Design quadencoder_velocity, sky130hd; sources not shown.
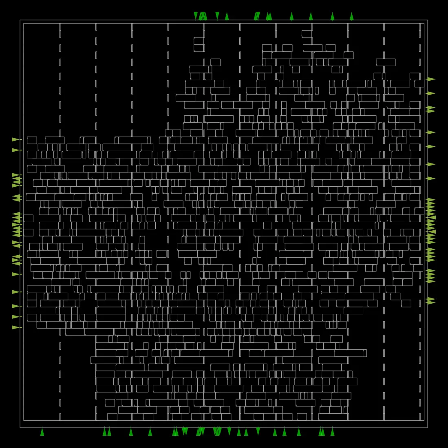
Fig. 1. Cell outlines without signal wires.
Fillers: 2352
sequential share of cell area: 35.8%
fin util: 43.5%
Taps Inserted: 319
Post-Layout Cell Count: 1345

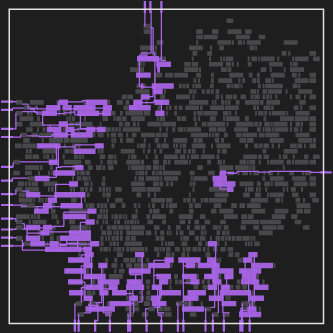
Fig. 2. Port wiring.
Scale: 2 px per um.
| color | port | bits | direction | edge | end cells | buffers | wire |
|---|---|---|---|---|---|---|---|
| purple | position | 32 | input | 16 south, 12 west, 3 north, 1 east | 128 | 32 | 1560 um |
num ports: 95
port bufs: 94

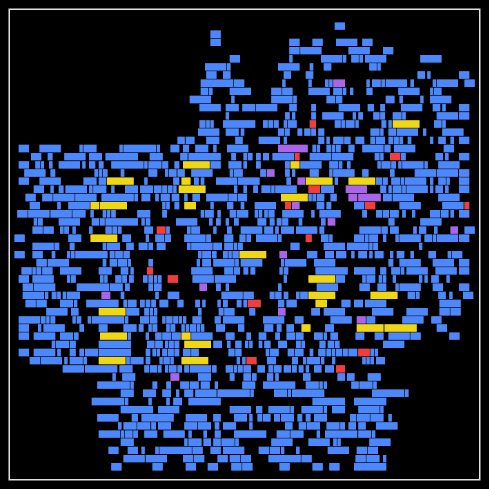
Fig. 3. Cells by drive strength.
Scale: 3 px per um.
| color | size | cells | share |
|---|---|---|---|
| yellow | drive 6 and up | 27 | 2.6% |
| blue | drive 1 or less | 968 | 94% |
| red | drive 2 | 15 | 1.5% |
| purple | drive 3 to 4 | 16 | 1.6% |
fin worst setup slack: 3350 ps
fin area: 10200 um2

==> notes.md <==
run results: worst vdd ir 0.000101 V, Worst R2R Path Depth 9, number of antenna-violating nets in the routed design 0, # nets final 1113, total CTS buffers 17, actual slew at the worst max-slew pin 1050 ps, max_cap viols 0, element type at the critical path end register, minimum clock period approximately 4400 ps, CTS tree built, Synth Instances 926, period utilization between 50% and 60%, Seq share, synth between 40% and 50%, clk buf depth 2, RSZ-0062 raised after global routing false, hold slack approximately 450 ps, status finished clean, Max Freq about 220 MHz, core area approximately 23000 um2, clock-pin slew on the worst setup and hold paths roughly 70 ps, Hold Path Cell Cnt 2, Syn Area/Cell ~9.0 um2, setup bufs post-CTS 0, EDFF count, synth 32, row cnt 56, Tool Warnings 26, H-tree depth 4, Max Slew Vio Count 0, Post-DP Area ~9600 um2, die area ~24000 um2, Via Count between 6000 and 7000, Iter 0 DRT Violations approximately 500, vias per cell between 5 and 6, routed len/inst approximately 15 um, # resized after CTS 0, setup TNS 0 ps, drt pass-1 iters 5, antenna diode count 0, synthesized area 8340 um2, largest net degree at the start of global routing ~54, Top cells by area dfxtp_1 (32%), edfxtp_1 (12%), ha_1 (9.6%), Die Y approximately 160 um, post-DP HPWL 14.4 mm, ys flop type dfxtp_1, grt ovf 0, worst-path fanout max ~48, vias in the first global route around 6400, power consumption around 2100 uW, crit path DAT approximately 4800 ps, Pleak ~0.0040 uW, yosys warning tally 0, area growth from synthesis to final layout 22.2%, Hold Fails Final Rpt 0, Synth flops 166, Setup violations, final 0, power density over the cells about 210 nW/um2, yosys stat area approximately 8300 um2, worst hold-check path type register to register, worst skew pair latency between 400 and 500 ps, CP required 8110 ps, post-route DRC violation count 0, gr usage total between 10% and 20%, Yosys top cell by area dfxtp_1, clock skew 14.2 ps, drt total wl 19.6 mm
## cell usage after synthesis (3+ instances only)
| cell type | instances |
|---|---|
| clkbuf_1 | 26 |
| o21a_1 | 10 |
| nand2_1 | 74 |
| inv_1 | 76 |
| and2_1 | 4 |
| or4_1 | 3 |
| nor2_1 | 122 |
| xor2_1 | 24 |
| dfxtp_1 | 134 |
| a41oi_1 | 3 |
| o31ai_1 | 7 |
| or3_1 | 8 |
| buf_2 | 4 |
| nor4_1 | 6 |
| a31oi_1 | 5 |
| nand3_1 | 28 |
| nor2b_1 | 4 |
| xnor2_1 | 28 |
| buf_4 | 3 |
| a21oi_1 | 63 |
| o211ai_1 | 3 |
| nor3_1 | 15 |
| a21o_1 | 16 |
| and3_1 | 17 |
| ha_1 | 64 |
| o41ai_1 | 3 |
| edfxtp_1 | 32 |
| or2_2 | 3 |
| nand4_1 | 21 |
| a211oi_1 | 32 |
| a22o_1 | 8 |
| o21ai_0 | 28 |
## area by class of cell
cell class                 instances  area (um2)
timing repair buffer             102         996
tap                              319         399
fill                            2352       13200
multi-input combinational        650        4260
clock buffer                      20         479
sequential                       166        3640
clock inverter                    12         128
inverter                          76         285
## power breakdown
part           switching, uW  internal [uW]  total [uW]  leakage [uW]
sequential              9.30            903         912       0.00142
combinational            212            121         333       0.00227
clock                    370            489         859      0.000300
total                    591           1510        2100       0.00400
## cells in the final DEF, fill, tap and decap left out, types with 3 or more instances in the layout
cell type / n
o41ai_1: 3
a22o_1: 8
o211ai_1: 3
and2_1: 4
edfxtp_1: 32
nand2_1: 73
ha_1: 64
o21ai_0: 28
inv_1: 76
or3_1: 8
clkbuf_16: 19
a21oi_1: 63
xor2_1: 24
nor3_1: 15
clkdlybuf4s50_1: 93
nor4_1: 6
a31oi_1: 5
or4_1: 3
o31ai_1: 7
nor2_1: 122
clkinv_4: 3
a21o_1: 16
a211oi_1: 32
and3_1: 17
or2_2: 3
a41oi_1: 3
nand4_1: 21
inv_6: 5
o21a_1: 10
nor2b_1: 4
nand3_1: 28
dfxtp_1: 134
buf_4: 8
xnor2_1: 28
## logic make-up (layout without fill, tap and decap cells)
group / Yosys count / after routing / synth area share (%)
and+or+nand+nor: 318 / 318 / 18.0
AOI/OAI and AO/OA: 211 / 211 / 17.2
DFF: 166 / 166 / 43.7
buffers and inverters: 110 / 210 / 5.24
adders and majority gates: 65 / 65 / 9.85
xor gates and xnor gates: 52 / 52 / 5.46
muxes: 4 / 4 / 0.510
## per-stage QoR
stage	cells	worst slack (ps)
floorplan	926	3960
global placement	1313	2940
detailed placement	1313	2850
CTS	1345	3310
global route	1345	3150
finish	1345	3350
## layer usage
metal | GRT usage (%) | part of all wire, % | wire length [um] | vias to the layer above
li1 | - | - | - | 3453
met1 | 22.7 | 49 | 9620 | 3203
met2 | 27.1 | 45 | 8810 | 173
met3 | 3.02 | 4.9 | 957 | 22
met4 | 5.28 | 1.1 | 218 | 0
met5 | 0 | 0 | 0 | -
## critical path: stages
cell	delay [ps]
clkdlybuf4s50_1	470
ha_1	330
nand4_1	190
nor4_1	770
and3_1	260
buf_4	340
a2111oi_4	120
buf_4	290
a311oi_1	400
No activity file was given, so power comes from the tool's default toggle rates.
